[config.mk]
export PLATFORM = sky130hd
export DESIGN_NAME = ad7606_stream_ctrl_flat
export DESIGN_NICKNAME = d
export VERILOG_FILES = /design/src/rtl/ad7606_pkg.sv /design/src/rtl/ad7606_stream_ctrl_if.sv /design/src/rtl/ad7606_rate_timer.sv /design/src/rtl/ad7606_stream_ctrl.sv /design/src/flat_wrapper.sv
export SDC_FILE = /design/constraint.sdc
export NUM_CORES = 1
export LEC_CHECK = 0
export CAP_MARGIN = 20
export CELL_PAD_IN_SITES_DETAIL_PLACEMENT = 1
export CELL_PAD_IN_SITES_GLOBAL_PLACEMENT = 2
export CORE_MARGIN = 3
export CORE_UTILIZATION = 37
export DETAILED_ROUTE_END_ITERATION = 6
export PLACE_DENSITY_LB_ADDON = 0.1
export SLEW_MARGIN = 20
export SYNTH_ARGS = -nofsm -noshare
export SYNTH_HDL_FRONTEND = slang
export SYNTH_HIERARCHICAL = 1
export SYNTH_SLANG_ARGS = --single-unit
[constraint.sdc]
create_clock -name clk -period 7.89 [get_ports clk]
set_clock_uncertainty 0.2 [all_clocks]
set_input_delay 1.9725 -clock clk [delete_from_list [all_inputs] [get_ports clk]]
set_output_delay 1.9725 -clock clk [all_outputs]
set_load 0.1 [all_outputs]
[src/rtl/ad7606_pkg.sv]
// Shared types and limits for the AD7606 parallel-bus controller.
// Imported by the timer, the bus interface and the controller top.
package ad7606_pkg;

  typedef enum logic [2:0] {
    PRST,
    IDLE,
    CVT,
    WAIT_H,
    WAIT_L,
    RD_LO,
    RD_HI
  } state_t;

  typedef enum logic [2:0] {
    OS_NONE = 3'd0,
    OS_X2   = 3'd1,
    OS_X4   = 3'd2,
    OS_X8   = 3'd3,
    OS_X16  = 3'd4,
    OS_X32  = 3'd5,
    OS_X64  = 3'd6,
    OS_BAD  = 3'd7
  } os_t;

  localparam int NUM_CH_MIN = 1;
  localparam int NUM_CH_MAX = 8;
  localparam int DATA_W_MIN = 12;
  localparam int DATA_W_MAX = 16;
  localparam int CNT_W      = 16;

  // Two's complement widen of a DATA_W-bit word into 16 bits.
  function automatic logic [15:0] sext(
    input logic [15:0] d,
    input int          w
  );
    logic [15:0] r;
    for (int i = 0; i < 16; i++)
      r[i] = (i < w) ? d[i] : d[w-1];
    return r;
  endfunction

endpackage

[src/rtl/ad7606_stream_ctrl_if.sv]
// ADC pin bundle plus the per-channel result stream.
// master = controller side, slave = ADC / sink side.
interface ad7606_stream_ctrl_if;
  import ad7606_pkg::*;

  logic        busy;
  logic [15:0] db;
  logic        phy_rst;
  logic        cvt;
  logic        cs;
  logic        rd;
  logic [2:0]  os;
  logic [15:0] ch_data;
  logic [2:0]  ch_idx;
  logic        ch_valid;
  logic        frame_done;

  modport master (
    input  busy, db,
    output phy_rst, cvt, cs, rd, os,
    output ch_data, ch_idx, ch_valid, frame_done
  );

  modport slave (
    output busy, db,
    input  phy_rst, cvt, cs, rd, os,
    input  ch_data, ch_idx, ch_valid, frame_done
  );
endinterface

[src/rtl/ad7606_rate_timer.sv]
// Free-running sample-period down-counter, reloads from div_val on zero.
// Held at zero while disabled so the first tick follows enable at once.
module ad7606_rate_timer
  import ad7606_pkg::*;
#(
  parameter int DIV_W = 20
) (
  input  logic             clk,
  input  logic             rst,
  input  logic             ena,
  input  logic [DIV_W-1:0] div_val,
  output logic             tick
);

  logic [DIV_W-1:0] cnt;

  assign tick = ena & (cnt == '0);

  always_ff @(posedge clk or posedge rst) begin
    if (rst)
      cnt <= '0;
    else if (!ena)
      cnt <= '0;
    else if (cnt == '0)
      cnt <= div_val;
    else
      cnt <= cnt - 1'b1;
  end

endmodule

[src/rtl/ad7606_stream_ctrl.sv]
// AD7606 conversion/readout sequencer with per-channel result stream.
// All pins and strobes come straight from flops.
module ad7606_stream_ctrl
  import ad7606_pkg::*;
#(
  parameter int NUM_CH  = 8,
  parameter int DATA_W  = 16,
  parameter int RST_CYC = 8,
  parameter int CVT_LOW = 2,
  parameter int RD_LOW  = 2,
  parameter int RD_HIGH = 1,
  parameter int TMO_CYC = 4096,
  parameter int DIV_W   = 20
) (
  input  logic             clk,
  input  logic             rst,
  input  logic             en,
  input  logic             auto_mode,
  input  logic [DIV_W-1:0] div_val,
  input  logic             trig,
  input  logic [2:0]       os_sel,
  ad7606_stream_ctrl_if.master bus,
  output logic             overrun,
  output logic             tmo_err
);

  localparam logic [2:0] LAST = 3'(NUM_CH - 1);

  if (NUM_CH < NUM_CH_MIN || NUM_CH > NUM_CH_MAX ||
      DATA_W < DATA_W_MIN || DATA_W > DATA_W_MAX) begin : g_bad
    $error("ad7606_stream_ctrl: NUM_CH/DATA_W out of range");
  end

  state_t           state, state_nx;
  logic [CNT_W-1:0] cnt, cnt_nx;
  logic [2:0]       ch, ch_nx;
  logic             phy_q, cvt_q, cs_q, rd_q;
  logic             phy_nx, cvt_nx, cs_nx, rd_nx;
  os_t              os_q, os_nx;
  logic             tick, req;
  logic             cap_nx, tmo_nx, ovr_nx;
  logic             cap_v, cap_last;
  logic [15:0]      cap_d;
  logic [2:0]       cap_i;
  logic [15:0]      data_q;
  logic [2:0]       idx_q;
  logic             valid_q, done_q;

  ad7606_rate_timer #(.DIV_W(DIV_W)) u_timer (
    .clk     (clk),
    .rst     (rst),
    .ena     (auto_mode & en),
    .div_val (div_val),
    .tick    (tick)
  );

  always_comb begin
    state_nx = state;
    cnt_nx   = cnt + 1'b1;
    ch_nx    = ch;
    phy_nx   = phy_q;
    cvt_nx   = cvt_q;
    cs_nx    = cs_q;
    rd_nx    = rd_q;
    os_nx    = os_q;
    cap_nx   = 1'b0;
    tmo_nx   = 1'b0;
    req      = auto_mode ? tick : trig;
    ovr_nx   = req & ((state != IDLE) | bus.busy);
    unique case (state)
      PRST:
        if (cnt == CNT_W'(RST_CYC - 1)) begin
          phy_nx   = 1'b0;
          state_nx = IDLE;
          cnt_nx   = '0;
        end
      IDLE: begin
        os_nx  = os_t'(os_sel);
        cnt_nx = '0;
        if (en & req & !bus.busy) begin
          state_nx = CVT;
          cvt_nx   = 1'b0;
        end
      end
      CVT:
        if (cnt == CNT_W'(CVT_LOW - 1)) begin
          cvt_nx   = 1'b1;
          state_nx = WAIT_H;
          cnt_nx   = '0;
        end
      WAIT_H:
        if (bus.busy) begin
          state_nx = WAIT_L;
          cnt_nx   = '0;
        end else if (cnt == CNT_W'(TMO_CYC - 1)) begin
          tmo_nx = 1'b1;
        end
      WAIT_L:
        if (!bus.busy) begin
          state_nx = RD_LO;
          cs_nx    = 1'b0;
          rd_nx    = 1'b0;
          cnt_nx   = '0;
        end else if (cnt == CNT_W'(TMO_CYC - 1)) begin
          tmo_nx = 1'b1;
        end
      RD_LO:
        if (cnt == CNT_W'(RD_LOW - 1)) begin
          cap_nx   = 1'b1;
          rd_nx    = 1'b1;
          state_nx = RD_HI;
          cnt_nx   = '0;
          // cs rises with rd after the last word
          if (ch == LAST) begin
            cs_nx = 1'b1;
            ch_nx = '0;
          end else begin
            ch_nx = ch + 3'd1;
          end
        end
      RD_HI:
        if (cnt == CNT_W'(RD_HIGH - 1)) begin
          cnt_nx   = '0;
          state_nx = cs_q ? IDLE : RD_LO;
          rd_nx    = cs_q;
        end
      default: state_nx = PRST;
    endcase
    if (tmo_nx) begin
      state_nx = IDLE;
      cs_nx    = 1'b1;
      rd_nx    = 1'b1;
      cvt_nx   = 1'b1;
      ch_nx    = '0;
      cnt_nx   = '0;
    end
  end

  always_ff @(posedge clk or posedge rst) begin
    if (rst) begin
      state    <= PRST;
      cnt      <= '0;
      ch       <= '0;
      phy_q    <= 1'b1;
      cvt_q    <= 1'b1;
      cs_q     <= 1'b1;
      rd_q     <= 1'b1;
      os_q     <= OS_NONE;
      overrun  <= 1'b0;
      tmo_err  <= 1'b0;
      cap_v    <= 1'b0;
      cap_last <= 1'b0;
      cap_d    <= '0;
      cap_i    <= '0;
      data_q   <= '0;
      idx_q    <= '0;
      valid_q  <= 1'b0;
      done_q   <= 1'b0;
    end else begin
      state   <= state_nx;
      cnt     <= cnt_nx;
      ch      <= ch_nx;
      phy_q   <= phy_nx;
      cvt_q   <= cvt_nx;
      cs_q    <= cs_nx;
      rd_q    <= rd_nx;
      os_q    <= os_nx;
      overrun <= ovr_nx;
      tmo_err <= tmo_nx;
      cap_v   <= cap_nx;
      if (cap_nx) begin
        cap_d    <= bus.db;
        cap_i    <= ch;
        cap_last <= (ch == LAST);
      end
      valid_q <= cap_v;
      done_q  <= cap_v & cap_last;
      if (cap_v) begin
        data_q <= sext(cap_d, DATA_W);
        idx_q  <= cap_i;
      end
    end
  end

  assign bus.phy_rst    = phy_q;
  assign bus.cvt        = cvt_q;
  assign bus.cs         = cs_q;
  assign bus.rd         = rd_q;
  assign bus.os         = os_q;
  assign bus.ch_data    = data_q;
  assign bus.ch_idx     = idx_q;
  assign bus.ch_valid   = valid_q;
  assign bus.frame_done = done_q;

endmodule

[src/flat_wrapper.sv]
// flat-port wrapper written by rule: the top's interface ports become plain ports
module ad7606_stream_ctrl_flat import ad7606_pkg::*;
#(
  parameter int NUM_CH  = 8,
  parameter int DATA_W  = 16,
  parameter int RST_CYC = 8,
  parameter int CVT_LOW = 2,
  parameter int RD_LOW  = 2,
  parameter int RD_HIGH = 1,
  parameter int TMO_CYC = 4096,
  parameter int DIV_W   = 20
)
  (clk, rst, en, auto_mode, div_val, trig, os_sel, overrun, tmo_err, bus_busy, bus_db, bus_phy_rst, bus_cvt, bus_cs, bus_rd, bus_os, bus_ch_data, bus_ch_idx, bus_ch_valid, bus_frame_done);
  ad7606_stream_ctrl_if bus_i ();
  input  logic clk;
  input  logic rst;
  input  logic en;
  input  logic auto_mode;
  input  logic [DIV_W-1:0] div_val;
  input  logic trig;
  input  logic [2:0] os_sel;
  output logic overrun;
  output logic tmo_err;
  input wire logic [$bits(bus_i.busy)-1:0] bus_busy;
  input wire logic [$bits(bus_i.db)-1:0] bus_db;
  output wire logic [$bits(bus_i.phy_rst)-1:0] bus_phy_rst;
  output wire logic [$bits(bus_i.cvt)-1:0] bus_cvt;
  output wire logic [$bits(bus_i.cs)-1:0] bus_cs;
  output wire logic [$bits(bus_i.rd)-1:0] bus_rd;
  output wire logic [$bits(bus_i.os)-1:0] bus_os;
  output wire logic [$bits(bus_i.ch_data)-1:0] bus_ch_data;
  output wire logic [$bits(bus_i.ch_idx)-1:0] bus_ch_idx;
  output wire logic [$bits(bus_i.ch_valid)-1:0] bus_ch_valid;
  output wire logic [$bits(bus_i.frame_done)-1:0] bus_frame_done;
  assign bus_i.busy = bus_busy;
  assign bus_i.db = bus_db;
  assign bus_phy_rst = bus_i.phy_rst;
  assign bus_cvt = bus_i.cvt;
  assign bus_cs = bus_i.cs;
  assign bus_rd = bus_i.rd;
  assign bus_os = bus_i.os;
  assign bus_ch_data = bus_i.ch_data;
  assign bus_ch_idx = bus_i.ch_idx;
  assign bus_ch_valid = bus_i.ch_valid;
  assign bus_frame_done = bus_i.frame_done;
  ad7606_stream_ctrl #(.NUM_CH(NUM_CH), .DATA_W(DATA_W), .RST_CYC(RST_CYC), .CVT_LOW(CVT_LOW), .RD_LOW(RD_LOW), .RD_HIGH(RD_HIGH), .TMO_CYC(TMO_CYC), .DIV_W(DIV_W)) u_core (.clk(clk), .rst(rst), .en(en), .auto_mode(auto_mode), .div_val(div_val), .trig(trig), .os_sel(os_sel), .bus(bus_i), .overrun(overrun), .tmo_err(tmo_err));
endmodule
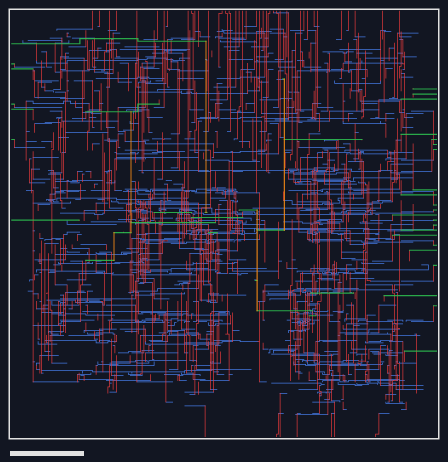
run_1/layers.png
The bar under the picture is 20 um long.
[M3] green | wire length: 351 um
[M2] red | wire length: 5,220 um
[M1] blue | wire length: 4,720 um
[M4] orange | wire length: 154 um

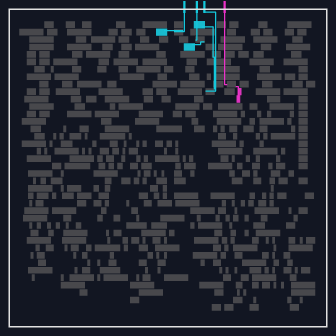
run_1/port_trees.png
[`os_sel`] cyan | direction: input | end cells: 3 | buffers: 3 | wire: 99.6 um
[`rst`] magenta | direction: input | end cells: 2 | buffers: 1 | wire: 33.8 um

==> impl_metrics.env, run 1 <==
# physical design summary
export IMPL_met1_length_um=4720
export IMPL_grt_max_degree=59
export IMPL_gr_max_usage_layer="met2"
export IMPL_ys_area_sq_mm=0.00444
export IMPL_seq_cell_share=0.421
export IMPL_insertion_delay_ns=0.34
export IMPL_gp_congestion=0.794
export IMPL_fin_util=0.479
export IMPL_max_freq_ghz=0.214
export IMPL_flop_area_sq_mm=0.00233
export IMPL_yosysTopAreaCell="dfrtp_1"
export IMPL_n_tap_cell=143
export IMPL_clkbuf_count=11
export IMPL_finalPower_mw=2.50
export IMPL_chipWidth_um=116
export IMPL_top_register="u_core/u_timer/cnt"
export IMPL_largest_reg_flops=20
export IMPL_dr_wl_met3_um=350
export IMPL_use_met3=0.0386
export IMPL_setup_viol=0
export IMPL_io_buffers=74
export IMPL_crit_path_end_kind="register"
export IMPL_fin_ws_ns=3.22
export IMPL_postCtsSetupBuffers=0
export IMPL_nNonClkBuffers=77
export IMPL_dp_cells=590
export IMPL_drc=0
export IMPL_pwr_share_comb=0.524
export IMPL_top_cells_by_area="dfrtp_1, mux2_2, xor2_1"
export IMPL_edf_count=0
export IMPL_grt_util_all_layers=0.165
export IMPL_synth_cell_types=58
export IMPL_grt_pass1_vias=3399
export IMPL_vias=3182
export IMPL_internal_power_mw=1.32
export IMPL_maxUsedRoutingLayer="met4"
export IMPL_area_share_clock_buf_inv=0.0497
export IMPL_wire_per_inst_um=17.2
export IMPL_r2r_slack_ns=4.11
export IMPL_vias_per_cell=5.25
export IMPL_area_growth_pct=24.9
export IMPL_fp_util=0.384
export IMPL_min_delay_path_class="register to register"
export IMPL_powerDensity_mw_per_mm2=450
export IMPL_place_worst_setup_slack_ns=2.86
export IMPL_grt_pass1_wl_um=17200
export IMPL_post_route_min_period_ns=4.67
export IMPL_cts_htree_levels=3
export IMPL_outcome="complete, no violations"
export IMPL_pwr_share_clk=0.161
export IMPL_synth_area_sq_mm=0.00444
export IMPL_core_rowCount=39
export IMPL_cts_tree="built"
export IMPL_hpwlAfterDp_um=7440
export IMPL_mux_area_frac=0.114
export IMPL_synth_cells=387
export IMPL_root_buffer="clkbuf_16"
export IMPL_seqPwrFrac=0.315
export IMPL_nNetsFinal=510
export IMPL_synthMostInstantiatedCell="dfrtp_1"
export IMPL_start_kind="input port"
export IMPL_mostFrequentLayoutCell="dfrtp_1"
export IMPL_antennaDiodeCount=0
export IMPL_crit_required_ns=7.92
export IMPL_setup_tns_ns=0
export IMPL_powerSeq_mw=0.786
export IMPL_worstPathArrival_ns=4.70
export IMPL_cts_clk_slew_worst_paths_ns=0.06
export IMPL_synth_compound_area_share=0.0857
export IMPL_xor_area_frac=0.0592
export IMPL_p_switching_mw=1.18
export IMPL_lay_top_cells="dfrtp_1, clkdlybuf4s50_1, mux2_2"
export IMPL_ys_warnings_count=6
export IMPL_rsz0062_at_grt="false"
export IMPL_io_pins=75
export IMPL_synth_area_per_cell_sq_um=11.5
export IMPL_switching_share=0.471
export IMPL_cts_made_buffers=9
export IMPL_cp_max_fo=14
export IMPL_timing_rr_end="u_core/state[1]"
export IMPL_largest_class="sequential cells"
export IMPL_buffer_area_frac=0.138
export IMPL_wl_met2_um=5220
export IMPL_core_sq_mm=0.0116
export IMPL_floorplan_nets=439
export IMPL_dr_pass1_iters=4
export IMPL_cap_violations=0
export IMPL_cts_buffer_depth=2
export IMPL_ys_flop_type="dfrtp_1"
export IMPL_pg_comb_mw=1.31
export IMPL_post_route_period_util=0.592
export IMPL_wl_um=10400
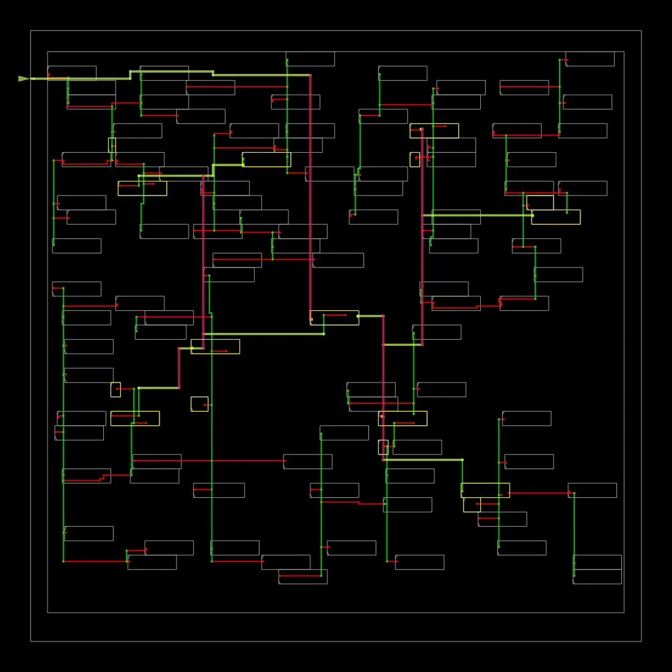
run_1/clock_nets.png
CTS Sinks: 93
flip-flops: 93

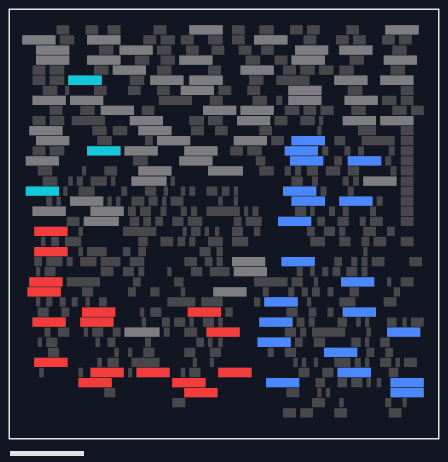
run_1/ff_map.png
The bar under the picture is 20 um long. Other sequential cells in the stronger grey, the rest of the logic in the fainter grey.
[`u_core/u_timer/cnt`] blue | sequential cells: 20
[`u_core/cnt`] red | sequential cells: 16 | where: south-west
[`u_core/cap_i`] cyan | sequential cells: 3

run 1: critical path: stages:
cell and delay, ns:
clkdlybuf4s50_1 0.50, and2_1 0.38, inv_1 0.25, nor2_1 0.15
mux2i_1 0.18, o311ai_0 0.43, a22oi_2 0.16, or3_4 0.37
mux2_4 0.30
run 1: worst min path at each step:
stage / from / endpoint / slack, ns / depth (start not counted)
final: u_core/bus.phy_rst / u_core/bus.phy_rst / 0.26 / 2
after global placement: u_core/bus.phy_rst / u_core/bus.phy_rst / 0.25 / 2
after floorplan: u_core/cap_v / u_core/bus.ch_valid / 0.17 / 0
after global routing: u_core/bus.phy_rst / u_core/bus.phy_rst / 0.29 / 2
after detailed placement: u_core/bus.phy_rst / u_core/bus.phy_rst / 0.26 / 2
after CTS: u_core/bus.phy_rst / u_core/bus.phy_rst / 0.27 / 2
==> run 1 -> run 2 <==
Settings changed: CORE_UTILIZATION 37 to 31.
Clock period 7.89 ns to 3.8 ns, I/O delays scaled along.
==> impl_metrics.env, run 2 <==
# physical design summary
export IMPL_core_rowCount=43
export IMPL_flop_area_sq_mm=0.00233
export IMPL_mostFrequentLayoutCell="dfrtp_1"
export IMPL_hpwlAfterDp_um=7760
export IMPL_powerDensity_mw_per_mm2=948
export IMPL_io_pins=75
export IMPL_grt_pass1_wl_um=18300
export IMPL_post_route_period_util=0.957
export IMPL_slowest_stage="or4_4"
export IMPL_place_worst_setup_slack_ns=0.151
export IMPL_area_growth_pct=26.6
export IMPL_drc=0
export IMPL_root_buffer="clkbuf_16"
export IMPL_gr_max_usage_layer="met2"
export IMPL_clkbuf_count=9
export IMPL_floorplan_nets=439
export IMPL_grt_max_degree=35
export IMPL_synthMostInstantiatedCell="dfrtp_1"
export IMPL_synth_area_sq_mm=0.00444
export IMPL_crit_required_ns=3.84
export IMPL_yosysTopAreaCell="dfrtp_1"
export IMPL_largest_class="sequential cells"
export IMPL_cts_made_buffers=9
export IMPL_cts_sinks=93
export IMPL_cts_buffer_depth=2
export IMPL_ys_area_sq_mm=0.00444
export IMPL_wl_met2_um=5190
export IMPL_core_sq_mm=0.0139
export IMPL_postCtsSetupBuffers=0
export IMPL_r2r_slack_ns=0.16
export IMPL_largest_reg_flops=20
export IMPL_grt_pass1_vias=3497
export IMPL_cts_tree="built"
export IMPL_ys_flop_type="dfrtp_1"
export IMPL_max_freq_ghz=0.275
export IMPL_chipWidth_um=126
export IMPL_maxUsedRoutingLayer="met4"
export IMPL_start_kind="register"
export IMPL_cpMostUsedCell="or4_4"
export IMPL_top_cells_by_area="dfrtp_1, mux2_2, xor2_1"
export IMPL_cap_violations=0
export IMPL_cts_htree_levels=3
export IMPL_worstPathArrival_ns=3.67
export IMPL_fin_util=0.403
export IMPL_timing_rr_end="u_core/state[1]"
export IMPL_ys_warnings_count=6
export IMPL_edf_count=0
export IMPL_dr_pass1_iters=4
export IMPL_insertion_delay_ns=0.35
export IMPL_crit_chain="or4_4 > or4_4 > or3_1 > nor2_1 > mux2i_1 > o311ai_0 > a22oi_2 > or3_4 > mux2_4"
export IMPL_buffer_area_frac=0.134
export IMPL_critPathMaxStageDelay_ns=0.56
export IMPL_fin_ws_ns=0.162
export IMPL_finalPower_mw=5.32
export IMPL_synth_cells=387
export IMPL_antennaDiodeCount=0
export IMPL_dr_wl_met3_um=312
export IMPL_fp_util=0.318
export IMPL_flops=93
export IMPL_synth_area_per_cell_sq_um=11.5
export IMPL_vias_per_cell=4.94
export IMPL_grt_util_all_layers=0.144
export IMPL_crit_path_end_kind="register"
export IMPL_post_route_min_period_ns=3.64
export IMPL_seq_cell_share=0.415
export IMPL_cpLargestDelayFamily="simple AND/OR/NAND/NOR gates"
export IMPL_vias=3209
export IMPL_dp_cells=634
export IMPL_outcome="complete, no violations"
export IMPL_use_met3=0.0263
export IMPL_wl_um=10700
export IMPL_crit_buf_inv=0
export IMPL_n_tap_cell=180
export IMPL_area_share_clock_buf_inv=0.0555
[run 2: cell count changes in the layout (fill, tap and decap cells not counted), moves of 2 or more]
| cell | delta |
|---|---|
| buf_4 | +36 |
| clkdlybuf4s50_1 | -30 |
| clkinv_2 | -3 |
| inv_8 | +2 |
[run 2: cells by family (layout without fill, tap and decap cells)]
group,Yosys count,after routing,share of synthesized area
multiplexers,45,45,0.114
AND/OR/NAND/NOR,122,122,0.159
buffers and inverters,30,113,0.0361
XOR/XNOR,30,30,0.0592
AND-OR/OR-AND,60,60,0.0857
flip-flops,93,93,0.526
adder cells (fa/ha/maj),7,7,0.0197
[run 2: report_power, final]
group	leakage, nW	internal, mW	switching (mW)
Combinational	1.13	0.932	1.81
Sequential	1.21	1.35	0.278
Clock	0.151	0.527	0.426
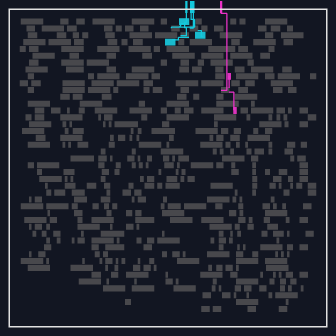
run_2/port_trees.png
[`rst`] magenta | direction: input | end cells: 2 | buffers: 1 | wire: 49.9 um
[`os_sel`] cyan | direction: input | end cells: 3 | buffers: 3 | wire: 55.1 um

Power and IR drop assume default switching activity.
